$ cat src/rtl/mesh_command_sequencer_if.sv
// Host-side command push channel for the mesh command sequencer.
interface mesh_command_sequencer_if #(
  parameter int unsigned REPEAT_W = 8
) ();
  logic                cmd_valid;
  logic [2:0]          cmd_op;
  logic [REPEAT_W-1:0] cmd_repeat;
  logic                cmd_ready;

  modport master (output cmd_valid, cmd_op, cmd_repeat, input cmd_ready);
  modport slave  (input cmd_valid, cmd_op, cmd_repeat, output cmd_ready);
endinterface

$ cat src/rtl/mesh_command_sequencer.sv
// Queues host commands and broadcasts each one to the PE mesh, waiting for every
// cell to report ready before advancing; repeats commands and traps on timeout.
module mesh_command_sequencer #(
  parameter int unsigned NUM_PE     = 16,
  parameter int unsigned FIFO_DEPTH = 8,
  parameter int unsigned REPEAT_W   = 8,
  parameter int unsigned TIMEOUT    = 255
) (
  input  logic                 CLK,
  input  logic                 reset_n,
  mesh_command_sequencer_if.slave host,
  output logic [2:0]           command_to_execute,
  output logic                 ack,
  input  logic [NUM_PE-1:0]    pe_ready,
  output logic                 busy,
  output logic                 done,
  output logic                 error,
  input  logic                 error_clear,
  output logic [15:0]          issue_count
);

  localparam int unsigned AW = (FIFO_DEPTH > 1) ? $clog2(FIFO_DEPTH) : 1;
  localparam int unsigned CW = AW + 1;
  localparam int unsigned EW = 3 + REPEAT_W;
  localparam int unsigned TW = $clog2(TIMEOUT + 1);

  typedef enum logic [1:0] {IDLE, ISSUE, WAIT, ERROR} state_t;

  state_t              state;
  logic [EW-1:0]       mem [FIFO_DEPTH];
  logic [AW-1:0]       wr_ptr, rd_ptr;
  logic [CW-1:0]       count, count_nxt;
  logic [2:0]          op;
  logic [REPEAT_W-1:0] rep;
  logic [NUM_PE-1:0]   seen, seen_all;
  logic [TW-1:0]       tcnt;
  logic [EW-1:0]       head;
  logic                empty, push, pop, flush, complete, to_error, idle_nxt;

  assign head = mem[rd_ptr];

  // Handshake and queue-occupancy decode shared by the FSM and registered flags
  always_comb begin
    empty     = (count == '0);
    seen_all  = seen | pe_ready;
    complete  = (state == WAIT) && (&seen_all);
    to_error  = (state == WAIT) && !complete && (tcnt == TW'(TIMEOUT - 1));
    pop       = ((state == IDLE) || (complete && (rep == '0))) && !empty;
    flush     = (state == ERROR) && error_clear;
    push      = host.cmd_valid && host.cmd_ready;
    count_nxt = flush ? '0 : (count + CW'(push) - CW'(pop));
    idle_nxt  = ((state == IDLE) && empty) || (complete && (rep == '0) && empty) || flush;
  end

  always_ff @(posedge CLK) begin
    if (push) mem[wr_ptr] <= {host.cmd_op, host.cmd_repeat};
  end

  always_ff @(posedge CLK or negedge reset_n) begin
    if (!reset_n) begin
      state              <= IDLE;
      wr_ptr             <= '0;
      rd_ptr             <= '0;
      count              <= '0;
      op                 <= '0;
      rep                <= '0;
      seen               <= '0;
      tcnt               <= '0;
      command_to_execute <= '0;
      ack                <= 1'b1;
      busy               <= 1'b0;
      done               <= 1'b0;
      error              <= 1'b0;
      host.cmd_ready     <= 1'b1;
      issue_count        <= '0;
    end else begin
      done  <= 1'b0;
      count <= count_nxt;
      if (push) wr_ptr <= wr_ptr + AW'(1);
      if (pop)  rd_ptr <= rd_ptr + AW'(1);
      if (flush) begin
        wr_ptr <= '0;
        rd_ptr <= '0;
      end
      busy           <= !idle_nxt || (count_nxt != '0);
      host.cmd_ready <= !to_error && !((state == ERROR) && !error_clear) &&
                        (count_nxt != CW'(FIFO_DEPTH));

      case (state)
        IDLE: begin
          if (!empty) begin
            op                 <= head[EW-1 -: 3];
            rep                <= head[REPEAT_W-1:0];
            command_to_execute <= head[EW-1 -: 3];
            ack                <= 1'b0;
            state              <= ISSUE;
          end
        end
        ISSUE: begin
          ack   <= 1'b1;
          seen  <= '0;
          tcnt  <= '0;
          state <= WAIT;
        end
        WAIT: begin
          seen <= seen_all;
          tcnt <= tcnt + TW'(1);
          // Completion takes priority over a timeout landing on the same cycle
          if (complete) begin
            issue_count <= issue_count + 16'd1;
            if (rep != '0) begin
              rep   <= rep - REPEAT_W'(1);
              ack   <= 1'b0;
              state <= ISSUE;
            end else if (!empty) begin
              op                 <= head[EW-1 -: 3];
              rep                <= head[REPEAT_W-1:0];
              command_to_execute <= head[EW-1 -: 3];
              ack                <= 1'b0;
              state              <= ISSUE;
            end else begin
              done  <= 1'b1;
              state <= IDLE;
            end
          end else if (to_error) begin
            error <= 1'b1;
            state <= ERROR;
          end
        end
        ERROR: begin
          if (error_clear) begin
            error <= 1'b0;
            state <= IDLE;
          end
        end
        default: state <= IDLE;
      endcase
    end
  end

endmodule

$ cat src/flat_wrapper.sv
// flat-port wrapper written by rule: the top's interface ports become plain ports
module mesh_command_sequencer_flat 
#(
  parameter int unsigned NUM_PE     = 16,
  parameter int unsigned FIFO_DEPTH = 8,
  parameter int unsigned REPEAT_W   = 8,
  parameter int unsigned TIMEOUT    = 255
)
  (CLK, reset_n, command_to_execute, ack, pe_ready, busy, done, error, error_clear, issue_count, host_cmd_valid, host_cmd_op, host_cmd_repeat, host_cmd_ready);
  mesh_command_sequencer_if #(.REPEAT_W(REPEAT_W)) host_i ();
  input  logic CLK;
  input  logic reset_n;
  output logic [2:0] command_to_execute;
  output logic ack;
  input  logic [NUM_PE-1:0] pe_ready;
  output logic busy;
  output logic done;
  output logic error;
  input  logic error_clear;
  output logic [15:0] issue_count;
  input wire logic [$bits(host_i.cmd_valid)-1:0] host_cmd_valid;
  input wire logic [$bits(host_i.cmd_op)-1:0] host_cmd_op;
  input wire logic [$bits(host_i.cmd_repeat)-1:0] host_cmd_repeat;
  output wire logic [$bits(host_i.cmd_ready)-1:0] host_cmd_ready;
  assign host_i.cmd_valid = host_cmd_valid;
  assign host_i.cmd_op = host_cmd_op;
  assign host_i.cmd_repeat = host_cmd_repeat;
  assign host_cmd_ready = host_i.cmd_ready;
  mesh_command_sequencer #(.NUM_PE(NUM_PE), .FIFO_DEPTH(FIFO_DEPTH), .REPEAT_W(REPEAT_W), .TIMEOUT(TIMEOUT)) u_core (.CLK(CLK), .reset_n(reset_n), .host(host_i), .command_to_execute(command_to_execute), .ack(ack), .pe_ready(pe_ready), .busy(busy), .done(done), .error(error), .error_clear(error_clear), .issue_count(issue_count));
endmodule
$ cat config.mk
export PLATFORM = sky130hd
export DESIGN_NAME = mesh_command_sequencer_flat
export DESIGN_NICKNAME = d
export VERILOG_FILES = /design/src/rtl/mesh_command_sequencer_if.sv /design/src/rtl/mesh_command_sequencer.sv /design/src/flat_wrapper.sv
export SDC_FILE = /design/constraint.sdc
export NUM_CORES = 1
export LEC_CHECK = 0
export CAP_MARGIN = 20
export CORE_ASPECT_RATIO = 0.5
export CORE_MARGIN = 2
export CORE_UTILIZATION = 60
export DETAILED_ROUTE_END_ITERATION = 6
export MAX_ROUTING_LAYER = met4
export PLACE_DENSITY = 0.82
export SYNTH_ARGS = -nofsm -noshare
export SYNTH_HDL_FRONTEND = slang
export SYNTH_SLANG_ARGS = --single-unit
export TNS_END_PERCENT = 10
$ cat constraint.sdc
create_clock -name CLK -period 5.95 [get_ports CLK]
set_input_delay 0.8925 -clock CLK [delete_from_list [all_inputs] [get_ports CLK]]
set_output_delay 0.8925 -clock CLK [all_outputs]
set_load 0.05 [all_outputs]
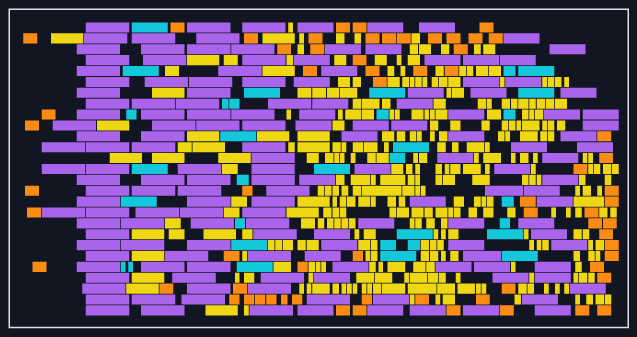
*Placed cells, one color a class, run 1*
Drawn at 4 px/um.
Key: clock drivers and dummy loads = cyan [cells 32, share of their area 6.9%]; remaining buffers and delay cells = orange [cells 65, share of their area 7.9%]; sequential cells = purple [cells 156, share of their area 55%]; combinational and other logic = yellow [cells 317, share of their area 30%]

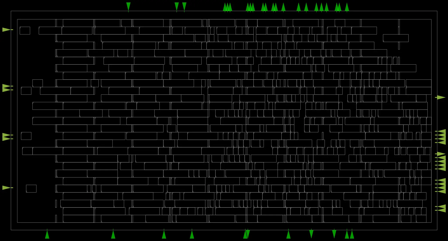
*Placement view, run 1*
proportion of cell area occupied by registers: 54.0%
sequential cell count: 156

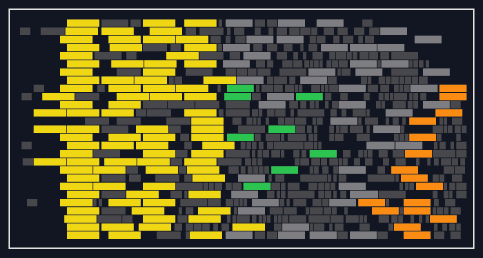
*Register map, names as in the netlist, run 1*
Drawn at 3 px/um.
Key: `u_core.rep` = green [flops 8, where center]; `u_core.seen` = orange [flops 16]; `u_core.mem` = yellow [flops 88]

==> highlights.md, run 1 <==
### Status
- complete, no violations — run status

### Floorplan
- 0.0110 sq mm — Placeable Area
- 61.6% — initial standard-cell utilization of the core
- 154 um — die width
- 0.0122 sq mm — total die area
- 27 — number of rows in the core area

### Synthesis
- 9.33% — multiplexer share of the synthesized area
- 13.8 sq um — mean area per synthesized cell
- 64.1% — post-synthesis sequential area ratio
- sky130_fd_sc_hd__edfxtp_1 — Synth Flop Type
- 7.71% — area fraction in compound gates
- sky130_fd_sc_hd__edfxtp_1 — cell taking the most area after synthesis
- 43.6% — async set or reset register ratio after synthesis

### Placed design
- 2.03 ns — pre-CTS WS
- 0.789 — GPL Wtd Cong
- 0.00750 sq mm — area post-placement

### Timing
- 3.70 ns — final period demand of the worst path
- 0.00666 ns — clk_skew
- 0 ns — accumulated negative setup slack
- no — RSZ-0062 raised after global routing
- 1.06 ns — Slew @ Worst Pin

### Global route
- 24.9% — overall fraction of global-route tracks in use
- 0 — initial antenna violation count
- 0 — gr ovfl total

### Power and ir drop
- 35.6% — switching power as a share of total power
- 39.8% — Flop pwr share
- 0.000242 V — peak supply drop
- 1.53 mW — sequential logic power

### Worst setup path
- 13 — path depth of the worst reg2reg path
- sky130_fd_sc_hd__or4b_4 — critical path's slowest cell
- inv_1 > ha_1 > or4b_4 > o41ai_4 > nand3_4 > o21ai_4 > ha_1 > inv_1 > ha_1 > fa_1 > or3_1 > nor3_1 > a211oi_1 — Cell Chain, Critical Path
- sky130_fd_sc_hd__ha_1 — cell seen most often among critical-path stages
- 0.51 ns — Critical Path Max Stage Delay
- 6.28 ns — worst path required time
- flip-flop to flip-flop — Worst Path Class, Setup

### Clock network
- 0 — Hold Buf Count CTS
- 0.06 ns — Clock Pin Slew Worst Setup and Hold Paths
- sky130_fd_sc_hd__clkbuf_16 — master cell of the clock root buffer
- 0 — Post-CTS Setup Repair Bufs
- built — clock tree from TritonCTS

### Finish
- 88 — number of flip-flops under the largest register name
- 0 — antenna diode instance count
- 715 — Final Non-Filler Cells
- 699 — count of filler cells inserted in the layout
- u_core.mem: 88 flops, u_core.issue_count: 16 flops, u_core.seen: 16 flops — Largest regs
- 298 — number of logic gates
- u_core.mem — Most flops, register

### Drt
- 0 — Post-DRT Antenna Nets
- 333 — violation tally from detailed-route iteration zero
- 5 — number of detailed-routing iterations run before antenna repair

==> run 2: changes to the inputs <==
--- a/config.mk
+++ b/config.mk
@@ -8,10 +8,10 @@
 export CAP_MARGIN = 20
 export CORE_ASPECT_RATIO = 0.5
 export CORE_MARGIN = 2
-export CORE_UTILIZATION = 60
+export CORE_UTILIZATION = 52
 export DETAILED_ROUTE_END_ITERATION = 6
 export MAX_ROUTING_LAYER = met4
-export PLACE_DENSITY = 0.82
+export PLACE_DENSITY = 0.75
 export SYNTH_ARGS = -nofsm -noshare
 export SYNTH_HDL_FRONTEND = slang
 export SYNTH_SLANG_ARGS = --single-unit
==> constraint.sdc (replaced) <==
create_clock -name CLK -period 3.3 [get_ports CLK]
set_input_delay 0.495 -clock CLK [delete_from_list [all_inputs] [get_ports CLK]]
set_output_delay 0.495 -clock CLK [all_outputs]
set_load 0.05 [all_outputs]
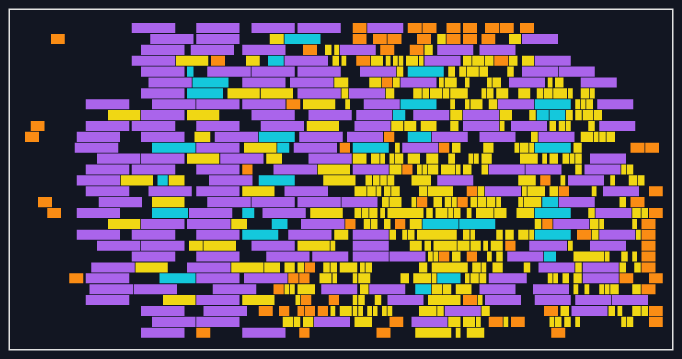
*Placed cells, one color a class, run 2*
Drawn at 4 px/um.
Key: clock drivers and dummy loads = cyan [cells 32, share of their area 7.4%]; remaining buffers and delay cells = orange [cells 81, share of their area 9.1%]; combinational and other logic = yellow [cells 317, share of their area 30%]; sequential cells = purple [cells 156, share of their area 54%]

==> highlights.md, run 2 <==
### Status
- finished with violations — run status, was complete, no violations
- setup timing — failing checks

### Placed design
- 0.798 — GPL Wtd Cong, was 0.789
- -0.0277 ns — pre-CTS WS, was 2.03 ns
- 0.00761 sq mm — area post-placement, was 0.00750 sq mm

### Drt
- 5 — number of detailed-routing iterations run before antenna repair, unchanged
- 332 — violation tally from detailed-route iteration zero, was 333
- 0 — Post-DRT Antenna Nets, unchanged

### Finish
- u_core.mem — Most flops, register, unchanged
- 879 — count of filler cells inserted in the layout, was 699
- u_core.mem: 88 flops, u_core.issue_count: 16 flops, u_core.seen: 16 flops — Largest regs, unchanged
- 88 — number of flip-flops under the largest register name, unchanged
- 298 — number of logic gates, unchanged
- 52.4% — proportion of cell area occupied by registers, was 54.0%
- 0 — antenna diode instance count, unchanged
- 156 — sequential cell count, unchanged

### Clock network
- 0.06 ns — Clock Pin Slew Worst Setup and Hold Paths, about the same
- built — clock tree from TritonCTS, unchanged
- sky130_fd_sc_hd__clkbuf_16 — master cell of the clock root buffer, unchanged
- 0 — Hold Buf Count CTS, unchanged

### Timing
- 2 — count of final setup violators, was 0
- 0.816 ns — Slew @ Worst Pin, was 1.06 ns
- -0.164 ns — final worst-path setup slack, was 2.25 ns
- yes — RSZ-0062 raised after global routing, was no

### Floorplan
- 53.4% — initial standard-cell utilization of the core, was 61.6%
- 0.0140 sq mm — total die area, was 0.0122 sq mm

### Worst setup path
- 3.59 ns — worst path required time, was 6.28 ns
- sky130_fd_sc_hd__ha_4 — cell seen most often among critical-path stages, was sky130_fd_sc_hd__ha_1
- 0.49 ns — Critical Path Max Stage Delay, was 0.51 ns
- inv_2 > ha_4 > or4b_4 > o41ai_4 > nand3_4 > o21ai_4 > ha_4 > inv_2 > ha_4 > fa_2 > or3_4 > nor2_1 > a31oi_1 — Cell Chain, Critical Path, was inv_1 > ha_1 > or4b_4 > o41ai_4 > nand3_4 > o21ai_4 > ha_1 > inv_1 > ha_1 > fa_1 > or3_1 > nor3_1 > a211oi_1
- 13 — path depth of the worst reg2reg path, unchanged

### Synthesis
- sky130_fd_sc_hd__edfxtp_1 — cell taking the most area after synthesis, unchanged
- 43.6% — async set or reset register ratio after synthesis, unchanged
- sky130_fd_sc_hd__edfxtp_1 — Synth Flop Type, unchanged

### Power and ir drop
- 38.3% — Flop pwr share, was 39.8%
- 35.4% — switching power as a share of total power, was 35.6%
- 2.81 mW — sequential logic power, was 1.53 mW

### Global route
- 0 — gr ovfl total, unchanged

==> run 3: changes to the inputs <==
--- a/config.mk
+++ b/config.mk
@@ -8,10 +8,9 @@
 export CAP_MARGIN = 20
 export CORE_ASPECT_RATIO = 0.5
 export CORE_MARGIN = 2
-export CORE_UTILIZATION = 52
+export CORE_UTILIZATION = 25
 export DETAILED_ROUTE_END_ITERATION = 6
 export MAX_ROUTING_LAYER = met4
-export PLACE_DENSITY = 0.75
 export SYNTH_ARGS = -nofsm -noshare
 export SYNTH_HDL_FRONTEND = slang
 export SYNTH_SLANG_ARGS = --single-unit
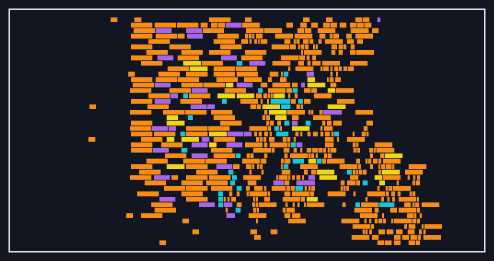
*Drive-strength map, run 3*
Drawn at 2 px/um.
Key: _2 cells = purple [cells 38, share 6.5%]; _3 and _4 cells = cyan [cells 35, share 6.0%]; _6 and larger = yellow [cells 29, share 5.0%]; _0 and _1 cells = orange [cells 483, share 83%]

==> highlights.md, run 3 <==
### Synthesis
- 39.0% — share of Yosys cell area claimed by the top area cell type, unchanged
- sky130_fd_sc_hd__edfxtp_1, sky130_fd_sc_hd__dfrtp_1, sky130_fd_sc_hd__mux4_2 — ranking of synthesized cells by area, unchanged
- 88 — number of synthesized flops with an enable pin, unchanged
- sky130_fd_sc_hd__edfxtp_1, sky130_fd_sc_hd__dfrtp_1, sky130_fd_sc_hd__nor2_1 — most instantiated cells after synthesis, unchanged
- 7.71% — area fraction in compound gates, unchanged
- 3.06% — post-synthesis share of cell area spent on full adders, half adders and majority gates, unchanged
- 64.1% — post-synthesis sequential area ratio, unchanged
- 493 — cells in synth_stat.txt, unchanged
- 9.33% — multiplexer share of the synthesized area, unchanged
- 10.6% — area share of and/or/nand/nor cells after synthesis, unchanged
- sky130_fd_sc_hd__edfxtp_1 — Synth Flop Type, unchanged
- 43.6% — async set or reset register ratio after synthesis, unchanged
- 0.00678 sq mm — yosys stat chip area, unchanged
- 13.8 sq um — mean area per synthesized cell, unchanged
- 156 — number of storage elements in the synthesis netlist, unchanged
- sky130_fd_sc_hd__edfxtp_1 — cell taking the most area after synthesis, unchanged

### Min path
- input pin to async pin — type of the worst min-delay path, unchanged

### Power and ir drop
- 36.2% — switching power as a share of total power, was 35.4%
- 2.62 mW — switching pwr, was 2.59 mW
- 851 mW/mm^2 — pwr/cell area, was 882 mW/mm^2
- 2.78 mW — sequential logic power, was 2.81 mW
- 38.5% — Flop pwr share, was 38.3%
- 4.61 mW — Int Pwr, was 4.73 mW
- 0.000397 V — peak supply drop, was 0.000464 V

### Placed design
- 54 — count of buffers from port buffering, unchanged
- 0.00819 ns — pre-CTS WS, was -0.0277 ns
- 0.00788 sq mm — area post-placement, was 0.00761 sq mm
- 0.794 — GPL Wtd Cong, was 0.798

### Global route
- 38 — largest net degree at the start of global routing, was 43
- 11.1% — overall fraction of global-route tracks in use, was 21.0%
- 0 — initial antenna violation count, unchanged
- 0 — gr ovfl total, unchanged
- 2.28% — met3 Use GR, was 3.90%

### Clock network
- 0.07 ns — Clock Pin Slew Worst Setup and Hold Paths, was 0.06 ns
- 1 — number of instances resized during post-cts repair, unchanged
- 0 — Hold Buf Count CTS, unchanged
- 2 — maximum root-to-sink buffer count, unchanged
- built — clock tree from TritonCTS, unchanged
- sky130_fd_sc_hd__clkbuf_16 — master cell of the clock root buffer, unchanged
- 0 — Post-CTS Setup Repair Bufs, unchanged

### Status
- finished with violations — run status, unchanged
- setup timing — failing checks, unchanged

### Finish
- 298 — number of logic gates, unchanged
- 0.00230 sq mm — area taken by multi-input logic gates, was 0.00233 sq mm
- 937 — Final Non-Filler Cells, was 756
- u_core.mem — Most flops, register, unchanged
- sky130_fd_sc_hd__edfxtp_1 — top logic cell by instance count in the layout, unchanged
- 156 — sequential cell count, unchanged
- 88 — number of flip-flops under the largest register name, unchanged
- 17.4% — share of final-layout standard cells stronger than drive strength 1, was 18.3%
- u_core.mem: 88 flops, u_core.issue_count: 16 flops, u_core.seen: 16 flops — Largest regs, unchanged
- 51.2% — proportion of cell area occupied by registers, was 52.4%
- 80 — count of non-CTS buffers in the layout, was 81
- 2,574 — count of filler cells inserted in the layout, was 879
- 0 — antenna diode instance count, unchanged

### Worst setup path
- inv_1 > ha_1 > or4b_4 > o41ai_4 > nand3_4 > o21ai_4 > ha_1 > inv_1 > ha_2 > fa_1 > or3_4 > nor2_1 > a31oi_1 — Cell Chain, Critical Path, was inv_2 > ha_4 > or4b_4 > o41ai_4 > nand3_4 > o21ai_4 > ha_4 > inv_2 > ha_4 > fa_2 > or3_4 > nor2_1 > a31oi_1
- 0.49 ns — Critical Path Max Stage Delay, about the same
- sky130_fd_sc_hd__or4b_4 — critical path's slowest cell, unchanged
- 3 — CP max FO, was 4
- flip-flop to flip-flop — Worst Path Class, Setup, unchanged
- 3.58 ns — worst path required time, was 3.59 ns
- 13 — path depth of the worst reg2reg path, unchanged
- 13 — Crit. path cell count, unchanged
- u_core.busy$_DFF_PN0_ — end of the worst register-to-register path, unchanged

### Floorplan
- 25.6% — initial standard-cell utilization of the core, was 53.4%
- 42 — number of rows in the core area, was 29
- 0.0285 sq mm — total die area, was 0.0140 sq mm
- 0.0265 sq mm — Placeable Area, was 0.0127 sq mm
- 55 — number of top-level design ports, unchanged
- 237 um — die width, was 166 um

### Timing
- 0.889 ns — Slew @ Worst Pin, was 0.816 ns
- -0.0298 ns — accumulated negative setup slack, was -0.324 ns
- -0.0298 ns — final worst-path setup slack, was -0.164 ns
- 0 — final-report max-slew violation count, unchanged
- 0.0128 ns — clk_skew, was 0.00895 ns
- 1 — count of final setup violators, was 2
- 0 — number of hold-slack violations in the final timing report, unchanged
- yes — RSZ-0062 raised after global routing, unchanged
- 3.33 ns — final period demand of the worst path, was 3.46 ns

### Drt
- 4.54 — via-per-instance ratio, was 5.63
- 4 — number of detailed-routing iterations run before antenna repair, was 5
- 7540 um — routed wl met2, was 6450 um
- 14,700 um — Post-Route WL, was 13,600 um
- 0 — Post-DRT Antenna Nets, unchanged
- 307 — violation tally from detailed-route iteration zero, was 332

### Job
- 0 — Max-cap violations, unchanged


==> screenshots <==
The metal 3 layer.
picture 1
Drawn at 2 px/um.
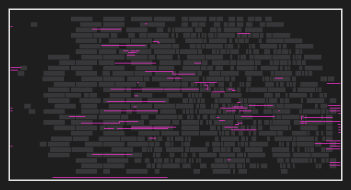
picture 2
Drawn at 1.5 px/um.
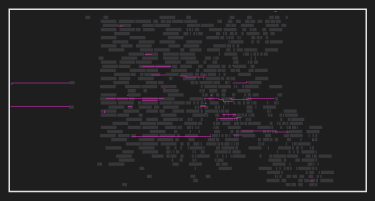
picture 3
Drawn at 2 px/um.
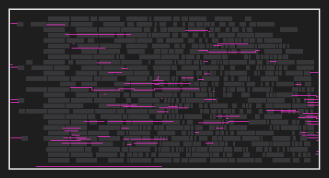
run 1 -> picture 3
run 2 -> picture 1
run 3 -> picture 2
- largest die: picture 2

Key to picture 2:
The layer carries 379 um of wire. The longest straight run is 52.7 um.

Power and IR drop assume default switching activity.
